## config.mk

```make
export PLATFORM = sky130hd
export DESIGN_NAME = cla_pipe_adder
export DESIGN_NICKNAME = d
export VERILOG_FILES = /design/src/rtl/cla_pipe_adder.sv
export SDC_FILE = /design/constraint.sdc
export NUM_CORES = 1
export LEC_CHECK = 0
export CAP_MARGIN = 30
export CELL_PAD_IN_SITES_DETAIL_PLACEMENT = 0
export CELL_PAD_IN_SITES_GLOBAL_PLACEMENT = 1
export CORE_UTILIZATION = 40
export CTS_CLUSTER_SIZE = 20
export DETAILED_ROUTE_END_ITERATION = 7
export PLACE_DENSITY_LB_ADDON = 0.1
export SYNTH_ARGS = -nofsm -noshare
export SYNTH_HDL_FRONTEND = slang
export SYNTH_SLANG_ARGS = --single-unit
```

## constraint.sdc

```tcl
create_clock -name clk -period 2.1 [get_ports clk]
set_clock_uncertainty 0.15 [all_clocks]
set_input_delay 0.315 -clock clk [delete_from_list [all_inputs] [get_ports clk]]
set_output_delay 0.315 -clock clk [all_outputs]
set_load 0.02 [all_outputs]
```

## src/rtl/cla_pipe_adder.sv

```systemverilog
// Pipelined carry-lookahead adder/subtractor.
// One CW-bit chunk is added per stage; upper operand bits ride along until needed.
module cla_pipe_adder #(
   parameter int WIDTH  = 16,
   parameter int STAGES = 4
) (
   input  logic             clk,
   input  logic             rst,
   input  logic             in_valid,
   output logic             in_ready,
   input  logic [WIDTH-1:0] in1,
   input  logic [WIDTH-1:0] in2,
   input  logic             cIn,
   input  logic             sub,
   output logic             out_valid,
   input  logic             out_ready,
   output logic [WIDTH-1:0] out,
   output logic             cOut,
   output logic             ovf
);

   localparam int CW = WIDTH / STAGES;

   if (STAGES < 1 || STAGES > WIDTH || (WIDTH % STAGES) != 0) begin : bad_cfg
      $error("cla_pipe_adder: WIDTH must split into STAGES equal chunks");
   end

   logic             adv;
   logic [WIDTH-1:0] bp;
   logic             c0;

   assign bp       = sub ? ~in2 : in2;
   assign c0       = sub | cIn;
   assign adv      = ~out_valid | out_ready;
   assign in_ready = adv;

   for (genvar k = 0; k < STAGES; k++) begin : stg
      localparam int RW = WIDTH - k * CW;
      localparam int SW = (k + 1) * CW;

      logic [RW-1:0] a_r, b_r;
      logic          c_r, v_r;
      logic [CW-1:0] g, p, sum;
      logic [CW:0]   cc;
      logic [SW-1:0] s_d, s_q;
      logic          v_q, c_q;

      if (k == 0) begin : src
         assign a_r = in1;
         assign b_r = bp;
         assign c_r = c0;
         assign v_r = in_valid;
         assign s_d = sum;
      end else begin : src
         assign a_r = stg[k-1].fwd.a_q;
         assign b_r = stg[k-1].fwd.b_q;
         assign c_r = stg[k-1].c_q;
         assign v_r = stg[k-1].v_q;
         assign s_d = {sum, stg[k-1].s_q};
      end

      // Each carry is the OR of every lower generate propagated up to it.
      always_comb begin
         logic pp;
         pp = 1'b0;
         g  = a_r[CW-1:0] & b_r[CW-1:0];
         p  = a_r[CW-1:0] ^ b_r[CW-1:0];
         cc = '0;
         cc[0] = c_r;
         for (int i = 0; i < CW; i++) begin
            cc[i+1] = g[i];
            pp      = p[i];
            for (int j = i - 1; j >= 0; j--) begin
               cc[i+1] = cc[i+1] | (g[j] & pp);
               pp      = pp & p[j];
            end
            cc[i+1] = cc[i+1] | (pp & c_r);
         end
         sum = p ^ cc[CW-1:0];
      end

      always_ff @(posedge clk or negedge rst) begin
         if (!rst) begin
            v_q <= 1'b0;
            c_q <= 1'b0;
            s_q <= '0;
         end else if (adv) begin
            v_q <= v_r;
            c_q <= cc[CW];
            s_q <= s_d;
         end
      end

      if (k < STAGES - 1) begin : fwd
         logic [RW-CW-1:0] a_q, b_q;

         always_ff @(posedge clk or negedge rst) begin
            if (!rst) begin
               a_q <= '0;
               b_q <= '0;
            end else if (adv) begin
               a_q <= a_r[RW-1:CW];
               b_q <= b_r[RW-1:CW];
            end
         end
      end else begin : fl
         logic ovf_q;

         // Top chunk holds both operand sign bits and the result sign bit.
         always_ff @(posedge clk or negedge rst) begin
            if (!rst) begin
               ovf_q <= 1'b0;
            end else if (adv) begin
               ovf_q <= (a_r[RW-1] == b_r[RW-1]) & (sum[CW-1] != a_r[RW-1]);
            end
         end
      end
   end

   assign out_valid = stg[STAGES-1].v_q;
   assign out       = stg[STAGES-1].s_q;
   assign cOut      = stg[STAGES-1].c_q;
   assign ovf       = stg[STAGES-1].fl.ovf_q;

endmodule

```

==> flow_summary.ini, run 1 <==
; implementation run metrics
[setup_path]
path_class = primary input to output port
cp-start-kind = primary input
path_depth = 4
crit_arrival_ns = 1.56
worstPathMaxFanout = 2
crit_end = in_ready
worstSetupStartpoint = out_ready
cp_num_buf_inv = 3
crit_path_end_kind = output port
ff2ff_setup_slack_ns = 0.26

[yosys]
logic_family = simple AND/OR/NAND/NOR gates
synth_area_sq_um = 4279
yosys.cell_count.top_type = nand2_1
xor_area_frac = 0.04912
yosys.area.top_type_share = 0.5673
avgSynthCellArea_sq_um = 9.363
edf_count = 0
yosys-top-cells-area = dfrtp_1 57%, nand2_1 19%, ha_1 4.7%, o21ai_0 3.5%, xnor2_1 3.5%
adder_share = 0.06550
synthArstFlopShare = 1.000
largest_area_cell = dfrtp_1
ys_cells = 457
ys_types = 28
ys_sh_mux = 0
simple_gate_share = 0.2038
yosys_warnings = 0
ys_ff = 97

[clocking]
cts_buffers = 9
root_buffer = clkbuf_8
clkSlewWorstSetupHoldPaths_ns = 0.10
h-tree-depth = 3
clock.latency.late_pin_ns = 0.35
cts_tree = done
cts_sinks = 97
cts_buffer_depth = 2

[floorplanning]
row_count = 37
ios = 58
die_x_um = 105.4
core_sq_um = 10370
fp-utilization = 0.4126
taps = 136
die_h_um = 105.4
chip_area_sq_um = 11120

[power]
pg_comb_mw = 2.82
p_sw_mw = 2.677
leakagePower_nw = 2.544
pwr_density_cell_nw_per_um2 = 1377
power_frac_comb = 0.390
internal_power_mw = 4.538
p_clk_frac = 0.172
swShare = 0.3710
p_seq_frac = 0.438
seq_cell_power_mw = 3.16
peakVddDrop_uv = 503.4

[final_layout]
diodes = 0
comb_cells = 331
area_growth_syn_to_layout_pct = 22.43
comb-cell-share = 0.3296
bufAreaShareNonClock = 0.1318
largest_class = sequential cells
seq_area_sq_um = 2427
nNetsFinal = 571
clkCellAreaFrac = 0.03821
ff_count = 97
fillers = 1011
n_all_inverters = 6
clock_buffers = 10
drive_above_1_share = 0.06371

[final_timing]
fmax_ghz = 0.4926
rsz0062_at_grt = no
fin_crit_sh = 0.9667
tightest_slew_ns = 0.3880
fin_crit_ns = 2.030
fin_ws_ns = 0.07002
setup_viol = 0
drv_slew = 0

[status]
status = completed

[drt]
drt_pre_antenna_iters = 4
drcViolationCount = 0
vias = 2997
drt_iter0_drc = 87

[placement]
io_buffers = 57
hpwl_um = 5339
dp_slack_ns = -0.1894

[job]
tool_warnings = 26

[global_route]
grt_pass1_vias = 3083
antenna_found_initial = 0
==> run 1: sequential cells by signal, summed over array words and instances (netlist names) <==
register and flops:
stg.fwd.a_q 24, out_valid 1, out 16, stg.c_q 3, stg.s_q 24, cOut 1
stg.fwd.b_q 24, stg.v_q 3, ovf 1
==> run 1: cell families after synthesis <==
family	count (synthesis)
AND-OR/OR-AND	57
XOR/XNOR	24
adder cells (fa/ha/maj)	20
buffers and inverters	29
flip-flops	97
AND/OR/NAND/NOR	230
==> run 1: layer usage <==
metal	up-vias	part of all wire	global-route usage
li1	1558	-	-
met1	1374	0.51	0.2166
met2	57	0.44	0.2538
met3	8	0.037	0.02845
met4	0	0.011	0.05433
met5	-	0	0
==> run 1: what timing repair did <==
item | CTS | global route
endpoints found under the hold margin | 21 | 0
buffers inserted | 0 | 0
hold buffers | 1 | 0
gates resized | 0 | 1
endpoints found under the setup margin | 0 | 1
==> run 1: placed cells by master, fill, tap and decap left out, types with 5 or more instances in the layout <==
master / n
nand2_1: 220
dfrtp_1: 97
clkdlybuf4s50_1: 56
o21ai_0: 30
xnor2_1: 17
ha_1: 16
clkbuf_8: 9
a21oi_1: 8
buf_4: 8
xor2_1: 7
nor2_1: 6
inv_1: 5
a211oi_1: 5
==> run 1: metrics by stage <==
step | hold slack (ns) | cell area, sq um | instances | power [mW] | setup TNS, ns
floorplan | -0.1306 | 4279 | 457 | 5.062 | 0
global placement | 0.09382 | 5024 | 637 | 5.963 | -0.2719
detailed placement | 0.08787 | 5024 | 637 | 6.056 | -0.4123
CTS | 0.2352 | 5234 | 654 | 7.313 | 0
global route | 0.2595 | 5239 | 654 | 7.875 | 0
finish | 0.2425 | 5239 | 654 | 7.215 | 0
Figure 1. Logic cells by family (run 1).
Scale: 4 px per um.
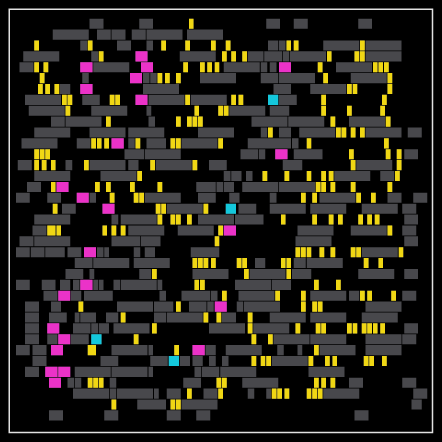
| colour | family | cells |
|---|---|---|
| yellow | nand cells | 222 |
| cyan | non-inverting ao/oa cells | 4 |
| magenta | xor and xnor cells | 24 |

Figure 2. Signal wires by layer (run 1).
Scale: 4 px per um. Only two layers are drawn.
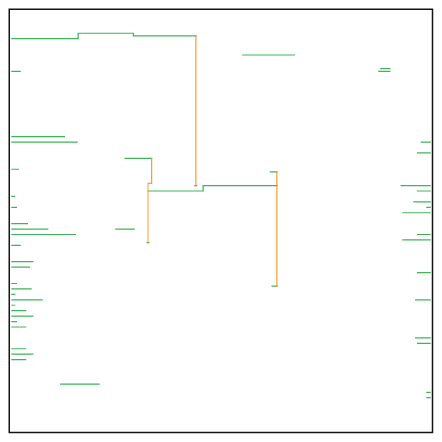
| colour | layer | wire length |
|---|---|---|
| green | M3 | 292 um |
| orange | M4 | 88.0 um |

Figure 3. Congestion heat map (run 1).
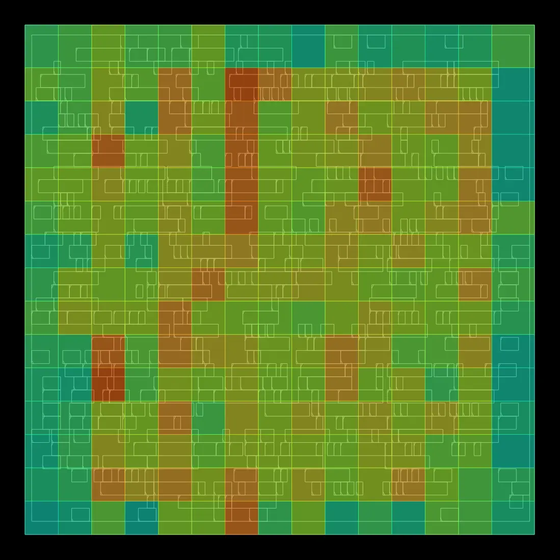
GRT Util Overall: 0.1583
gr busiest metal: met2
GRT met2 Usage: 0.2538
DR WL/cell: 12.15 um
Layout Utilization: 0.5052

## Run 2: what changed since run 1
--- a/config.mk
+++ b/config.mk
@@ -12,6 +12,7 @@
 export CTS_CLUSTER_SIZE = 20
 export DETAILED_ROUTE_END_ITERATION = 7
 export PLACE_DENSITY_LB_ADDON = 0.1
+export RECOVER_POWER = 50
 export SYNTH_ARGS = -nofsm -noshare
 export SYNTH_HDL_FRONTEND = slang
 export SYNTH_SLANG_ARGS = --single-unit
Figure 4. Close-up of the layout (run 2).
Region (38, 59) to (68, 89) um. Cells in grey, sequential cells in the stronger grey; small squares are vias.
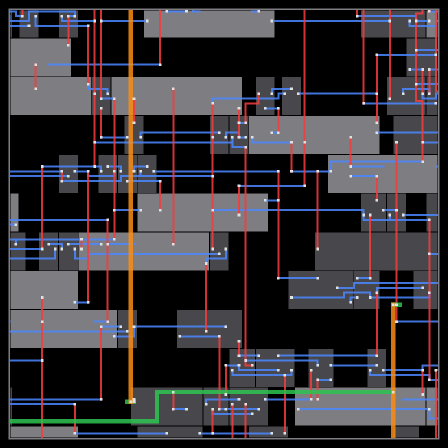
| colour | layer |
|---|---|
| green | M3 |
| red | M2 |
| orange | M4 |
| blue | M1 |
sequential cells in the window: 10
most frequent: nand2_1 (18), dfrtp_1 (10), o21ai_0 (4)
cells with their middle in the window: 43
netlist names of flops here include: stg.fwd.b_q (7)

Figure 5. Congestion heat map (run 2).
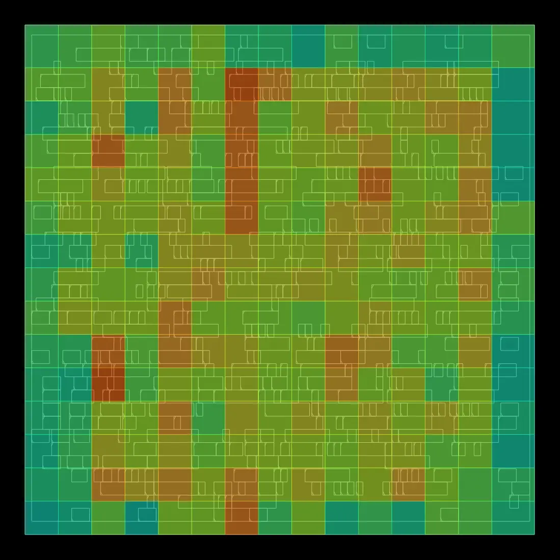
DR WL/cell: 12.17 um
met3 GRT Util: 0.02845
met1 global-route usage: 0.2166

Figure 6. Signal wires by layer (run 2).
Scale: 4 px per um. Only two layers are drawn.
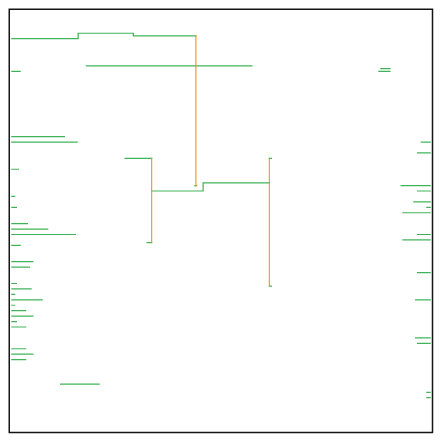
| colour | layer | wire length |
|---|---|---|
| green | M3 | 313 um |
| orange | M4 | 90.4 um |

==> run 2 against run 1 <==
  * Non-clock buffer count is the same
  * Global-route usage is the same
  * Utilization shrank 0.19 points
  * Wire length grew 0.24%
  * Critical path depth is the same
  * Worst hold slack gained 0.078 ns
  * Sequential power is essentially flat
  * First-iteration DRC count grew 8.0%
  * Highest routed layer unchanged
  * Die size is the same
  * Area after synthesis is the same
  * Maximum frequency is essentially flat
==> flow_summary.ini, run 2 <==
; implementation run metrics
[setup_path]
ff2ff_setup_slack_ns = 0.27
worstPathMaxFanout = 2
path_class = primary input to output port

[final_layout]
seq_area_sq_um = 2427
final_cells = 654
clkCellAreaFrac = 0.03836
ff_count = 97
clock_buffers = 10
area_growth_syn_to_layout_pct = 21.96
diodes = 0
comb_cells = 331
final_cell_mix = 220 x nand2_1, 97 x dfrtp_1, 56 x clkdlybuf4s50_1, 30 x o21ai_0, 17 x xnor2_1
comb-cell-share = 0.3309
nNetsFinal = 571
final_common_cell = nand2_1
final_area_sq_um = 5219
fillers = 1015

[clocking]
cts_buffers = 9
h-tree-depth = 3
cts_sinks = 97
clkSlewWorstSetupHoldPaths_ns = 0.09
cts_tree = done
cts_buffer_depth = 2

[final_timing]
rsz0062_at_grt = no
drv_slew = 0
fin_crit_sh = 0.9657
fin_crit_ns = 2.028
fin_ws_ns = 0.07193
tightest_slew_ns = 0.5871
fmax_ghz = 0.4931
hold-worst-slack_ns = 0.3205

[yosys]
xor_area_frac = 0.04912
largest_area_cell = dfrtp_1
yosys.area.top_type_share = 0.5673
adder_share = 0.06550
ys_sh_mux = 0
logic_family = simple AND/OR/NAND/NOR gates
ys_cells = 457
synth_area_sq_um = 4279
ys_types = 28
ys_ff = 97
yosys_warnings = 0
avgSynthCellArea_sq_um = 9.363
yosys.cell_count.top_type = nand2_1

[power]
p_clk_frac = 0.172
leakagePower_nw = 2.537
p_seq_frac = 0.439
seq_cell_power_mw = 3.16
pwr_density_cell_nw_per_um2 = 1382
swShare = 0.3716

[status]
status = completed

[drt]
drt_iter0_drc = 94
drcViolationCount = 0
drt_pre_antenna_iters = 4

[floorplanning]
taps = 136
core_sq_um = 10370
fp-utilization = 0.4126
die_h_um = 105.4
chip_area_sq_um = 11120

[global_route]
antenna_found_initial = 0
grt_pass1_vias = 3083

[placement]
postPlaceCellArea_sq_um = 5024
hpwl_um = 5339
dpl.cell_count = 637

[job]
tool_warnings = 26
[run 2: per-stage QoR]
step           TNS, ns  utilization  power, mW
2_1_floorplan        0            -      5.062
4_1_cts              0       0.5047      7.313
3_3_place_gp   -0.2719       0.4844      5.963
6_report             0       0.5033      7.214
3_5_place_dp   -0.4123       0.4844      6.056
5_1_grt              0       0.5033      7.870
[run 2: logic make-up (layout without fill, tap and decap cells)]
kind of cell / after synthesis / count (layout)
simple gates: 230 / 230
flops: 97 / 97
compound gates: 57 / 57
buf+inv: 29 / 90
xor+xnor: 24 / 24
fa+ha+maj: 20 / 20
[run 2: worst max-delay path by stage]
| stage | startpoint | to | slack, ns | cells after the start |
|---|---|---|---|---|
| 5_1_grt | out_valid | in_ready | 0.02 | 3 |
| 3_3_place_gp | sub | stg[0].s_q[3] | -0.14 | 7 |
| 6_report | out_ready | in_ready | 0.07 | 4 |
| 3_5_place_dp | sub | stg[0].s_q[3] | -0.19 | 7 |
| 2_1_floorplan | sub | stg[0].s_q[3] | 0.08 | 8 |
| 4_1_cts | out_valid | in_ready | 0.05 | 3 |
[run 2: what timing repair did]
action	in CTS	in global routing
setup endpoints to repair	0	1
resized	0	1
hold endpoints to repair	21	0
hold buffers	1	0
[run 2: worst max-delay path, stage by stage]
cell,delay (ns)
clkdlybuf4s50_1,0.44
nor2b_4,0.15
clkinv_2,0.09
clkdlybuf4s50_1,0.56
[run 2: metal layers]
layer,track usage,share of wire
met1,0.2166,0.51
met2,0.2538,0.44
met4,0.05433,0.011
met3,0.02845,0.039
met5,0,0
Power and IR drop assume default switching activity.
